**config.mk**
```make
export PLATFORM = sky130hd
export DESIGN_NAME = bram_uart_streamer
export DESIGN_NICKNAME = d
export VERILOG_FILES = /design/src/rtl/bram_uart_streamer.sv
export SDC_FILE = /design/constraint.sdc
export NUM_CORES = 1
export LEC_CHECK = 0
export CORE_MARGIN = 5
export CORE_UTILIZATION = 40
export CTS_CLUSTER_SIZE = 12
export DETAILED_ROUTE_END_ITERATION = 6
export PLACE_DENSITY = 0.68
export SYNTH_ARGS = -nofsm -noshare
export SYNTH_HDL_FRONTEND = slang
export SYNTH_SLANG_ARGS = --single-unit
```
**constraint.sdc**
```tcl
create_clock -name clk -period 3.5 [get_ports clk]
set_input_delay 0.7 -clock clk [delete_from_list [all_inputs] [get_ports clk]]
set_output_delay 0.7 -clock clk [all_outputs]
set_load 0.01 [all_outputs]
```
**src/rtl/bram_uart_streamer.sv**
```systemverilog
// BRAM-to-UART word streamer: reads a range of BRAM words, splits them into bytes and sends them 8N1.
// Define STREAM_CHECKSUM_EN to append a mod-256 checksum byte to every frame.
module bram_uart_streamer #(
   parameter int BRAM_LENGTH     = 1000,
   parameter int BIT_DEPTH       = 24,
   parameter int BRAM_LATENCY    = 2,
   parameter int CLOCKS_PER_BAUD = 50,
   parameter bit MSB_FIRST       = 1'b1,
   localparam int AW             = $clog2(BRAM_LENGTH)
) (
   input  logic                 clk,
   input  logic                 rst_in,
   input  logic                 start,
   input  logic [AW-1:0]        base_addr,
   input  logic [AW:0]          word_count,
   input  logic [BIT_DEPTH-1:0] data,
   output logic [AW-1:0]        address,
   output logic                 tx,
   output logic                 busy,
   output logic                 done,
   output logic [15:0]          bytes_sent
);
   localparam int NB = BIT_DEPTH / 8;
   localparam int BW = (NB > 1) ? $clog2(NB) : 1;
   localparam int CW = $clog2(CLOCKS_PER_BAUD);

   typedef enum logic [2:0] {IDLE, FETCH, LOAD, SEND, FINISH} state_t;

   state_t               state, state_next;
   logic [AW-1:0]        addr;
   logic [AW:0]          words_left;
   logic [2:0]           lat_cnt;
   logic [CW-1:0]        baud_cnt;
   logic [3:0]           bit_idx;
   logic [BW-1:0]        byte_idx;
   logic [BIT_DEPTH-1:0] word_reg;
   logic [7:0]           cur_byte;
   logic                 fetch_done, baud_end, byte_end, last_byte, last_word, data_phase, tx_bit;
   logic [7:0]           load_byte, next_byte;
   logic [BIT_DEPTH-1:0] load_rest, next_rest;
`ifdef STREAM_CHECKSUM_EN
   logic [7:0]           csum;
   logic                 csum_phase;
   assign data_phase = !csum_phase;
`else
   assign data_phase = 1'b1;
`endif

   assign fetch_done = (lat_cnt == 3'(BRAM_LATENCY - 1));
   assign baud_end   = (baud_cnt == CW'(CLOCKS_PER_BAUD - 1));
   assign byte_end   = baud_end && (bit_idx == 4'd9);
   assign last_byte  = (byte_idx == BW'(NB - 1));
   assign last_word  = (words_left == (AW+1)'(1));
   assign address    = addr;
   assign done       = (state == FINISH);

   // Byte extraction: the word register is consumed from whichever end goes first.
   always_comb begin
      if (MSB_FIRST) begin
         load_byte = data[BIT_DEPTH-1 -: 8];
         load_rest = data << 8;
         next_byte = word_reg[BIT_DEPTH-1 -: 8];
         next_rest = word_reg << 8;
      end else begin
         load_byte = data[7:0];
         load_rest = data >> 8;
         next_byte = word_reg[7:0];
         next_rest = word_reg >> 8;
      end
      // Frame: start bit, 8 data bits taken from cur_byte[0] as it shifts, stop bit.
      tx_bit = (bit_idx == 4'd0) ? 1'b0 : (bit_idx == 4'd9) ? 1'b1 : cur_byte[0];
   end

   always_ff @(posedge clk or posedge rst_in) begin
      if (rst_in) state <= IDLE;
      else        state <= state_next;
   end

   always_comb begin
      state_next = state;
      case (state)
         IDLE:
            if (start) begin
               if (word_count != '0) state_next = FETCH;
               else
`ifdef STREAM_CHECKSUM_EN
                  state_next = SEND;
`else
                  state_next = FINISH;
`endif
            end
         FETCH:  if (fetch_done) state_next = LOAD;
         LOAD:   state_next = SEND;
         SEND:
            if (byte_end) begin
               if (!data_phase)                 state_next = FINISH;
               else if (last_byte && !last_word) state_next = FETCH;
`ifndef STREAM_CHECKSUM_EN
               else if (last_byte)              state_next = FINISH;
`endif
            end
         FINISH: state_next = IDLE;
         default: state_next = IDLE;
      endcase
   end

   // NOTE: tx is registered so it is glitch-free and forced high the instant reset asserts.
   always_ff @(posedge clk or posedge rst_in) begin
      if (rst_in) begin
         tx         <= 1'b1;
         busy       <= 1'b0;
         bytes_sent <= '0;
         addr       <= '0;
         words_left <= '0;
         lat_cnt    <= '0;
         baud_cnt   <= '0;
         bit_idx    <= '0;
         byte_idx   <= '0;
         word_reg   <= '0;
         cur_byte   <= '0;
`ifdef STREAM_CHECKSUM_EN
         csum       <= '0;
         csum_phase <= 1'b0;
`endif
      end else begin
         tx <= 1'b1;
         case (state)
            IDLE:
               if (start) begin
                  addr       <= base_addr;
                  words_left <= word_count;
                  busy       <= 1'b1;
                  bytes_sent <= '0;
                  lat_cnt    <= '0;
                  baud_cnt   <= '0;
                  bit_idx    <= '0;
                  cur_byte   <= '0;
`ifdef STREAM_CHECKSUM_EN
                  csum       <= '0;
                  csum_phase <= (word_count == '0);
`endif
               end
            FETCH: lat_cnt <= lat_cnt + 3'd1;
            LOAD: begin
               word_reg <= load_rest;
               cur_byte <= load_byte;
               byte_idx <= '0;
               lat_cnt  <= '0;
               baud_cnt <= '0;
               bit_idx  <= '0;
`ifdef STREAM_CHECKSUM_EN
               csum     <= csum + load_byte;
`endif
            end
            SEND: begin
               tx <= tx_bit;
               if (!baud_end) begin
                  baud_cnt <= baud_cnt + 1'b1;
               end else begin
                  baud_cnt <= '0;
                  bit_idx  <= bit_idx + 4'd1;
                  if (bit_idx >= 4'd1 && bit_idx <= 4'd8) cur_byte <= cur_byte >> 1;
                  if (bit_idx == 4'd9) begin
                     bit_idx <= '0;
                     if (bytes_sent != 16'hFFFF) bytes_sent <= bytes_sent + 16'd1;
                     if (data_phase) begin
                        if (!last_byte) begin
                           byte_idx <= byte_idx + 1'b1;
                           cur_byte <= next_byte;
                           word_reg <= next_rest;
`ifdef STREAM_CHECKSUM_EN
                           csum     <= csum + next_byte;
`endif
                        end else if (!last_word) begin
                           addr       <= (addr == AW'(BRAM_LENGTH - 1)) ? '0 : addr + 1'b1;
                           words_left <= words_left - 1'b1;
                        end
`ifdef STREAM_CHECKSUM_EN
                        else begin
                           cur_byte   <= csum;
                           csum_phase <= 1'b1;
                        end
`endif
                     end
                  end
               end
            end
            FINISH: busy <= 1'b0;
            default: ;
         endcase
      end
   end
endmodule

```
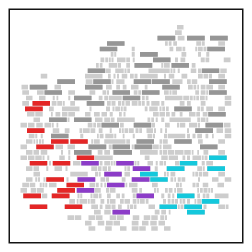
**Above:** sequential cells coloured by netlist name.
Drawn at 2 px/um. Other sequential cells in the stronger grey, the rest of the logic in the fainter grey.
word_reg: in red, sequential cells 16. words_left: in cyan, sequential cells 11, where bottom right. address: in purple, sequential cells 10, where bottom middle.
Another 44 sequential cells are not coloured.

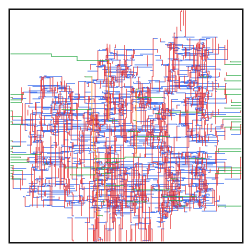
**Above:** wiring by layer.
Drawn at 2 px/um.
metal 4: in orange, wire length 149 um. metal 3: in green, wire length 560 um. metal 1: in blue, wire length 5,200 um. metal 2: in red, wire length 5,420 um.

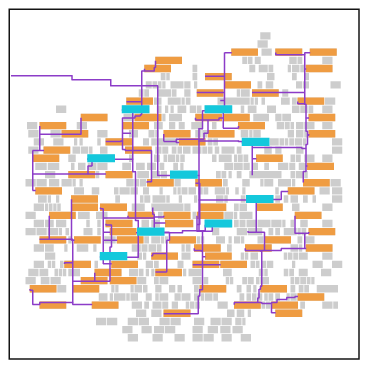
**Above:** clock wires, drivers and flops.
Drawn at 3 px/um.
flip-flops: in orange, count 81. clock drivers: in cyan, count 9. clock wires: in purple, length 1,050 um.
There are 10 routed clock nets.

==> results.txt <==
Physical implementation

In this run the maximum-capacitance check reported violations numbering 0. Of the total standard cell area in the layout, the multi-input combinational portion is 0.397. Clock skew on the completed layout was measured at 9.65 ps. The total of flip-flops plus latches after synthesis is 81. CTS placed an instance of sky130_fd_sc_hd__clkbuf_16 at the clock tree root.

Signal nets in the final route climb as high as met4. For this run, the number of standard cells in the final layout without fillers is 703. The first-pass GRT wire length is 19,600 um. Of the total synthesized cell area, the portion taken by AND, OR, NAND and NOR gates is 0.206. Summed over all nets, wire length on met3 after detailed routing comes to 559 um.

Clock-pin slew was measured on the worst setup and hold paths at 60 ps. Of the total power, the share spent switching nets is 0.374. The portion of netlist area occupied by mux cells is 0.0270. For this run, the detailed router's first-pass iteration total came to 4. The TritonCTS sink count is 81. The cell-mix breakdown from Yosys lists the XOR/XNOR area share as 0.00973.

Yosys reports that the most numerous cell types are 80 x sky130_fd_sc_hd__dfrtp_1, 63 x sky130_fd_sc_hd__nand2_1, 34 x sky130_fd_sc_hd__o21ai_0. The report lists the number of cells resized after CTS as 0. Setup total negative slack on the finished layout was measured at 0 ps. The count of pins on the block boundary is 77.

Power attributed to the clock group is 0.00110 W. The power in sequential cells is 0.00166 W. RePlAce ended its routability-driven mode at a weighted congestion of 0.794. By area, the combinational part of the netlist is dominated by AND-OR/OR-AND gates. In this run the remaining antenna-violating nets after routing total 0. The destination of the worst hold path is word_reg[10]. The transition time recorded at the tightest slew-check pin is 1110 ps. The core occupancy in the finished layout is 0.523. The final layout report lists a non-clock inverter count of 20. The gate count of the mapped netlist is 491.

Hold analysis shows the worst path with a depth of 1. The final count of hold timing violations is 0. Ranked by total cell area, the synthesized netlist is headed by sky130_fd_sc_hd__dfrtp_1 44%, sky130_fd_sc_hd__nand2_1 5.3%, sky130_fd_sc_hd__o21ai_0 3.8%. Warnings reported by Yosys during synthesis add up to 0. The flow ran to the end, and the final reports show no timing, DRC or antenna violations. The maximum buffer depth of the clock tree is 2. The number of slew-limit violations in the final report is 0. The total cell area reported by yosys after synthesis is 4500 um2. The internal power is 0.00277 W. The final timing report gives a worst setup slack of 891 ps. The most common flop cell mapped by yosys is sky130_fd_sc_hd__dfrtp_1. Of the total power, registers draw 0.375.

The area fraction of the largest cell type after synthesis is 0.445. The count of buffers added on input and output ports is 76. For the worst setup path, the data required time is 2800 ps. The number of clock buffers added by TritonCTS is 9. The dominant logic cell type in the layout is sky130_fd_sc_hd__dfrtp_1.

The share of the yosys chip area belonging to registers is 0.451. Summing all placed instances gives a cell area of 5360 um2. The flow inserted 140 tap cells.
Power is estimated from default activity; no workload was simulated.
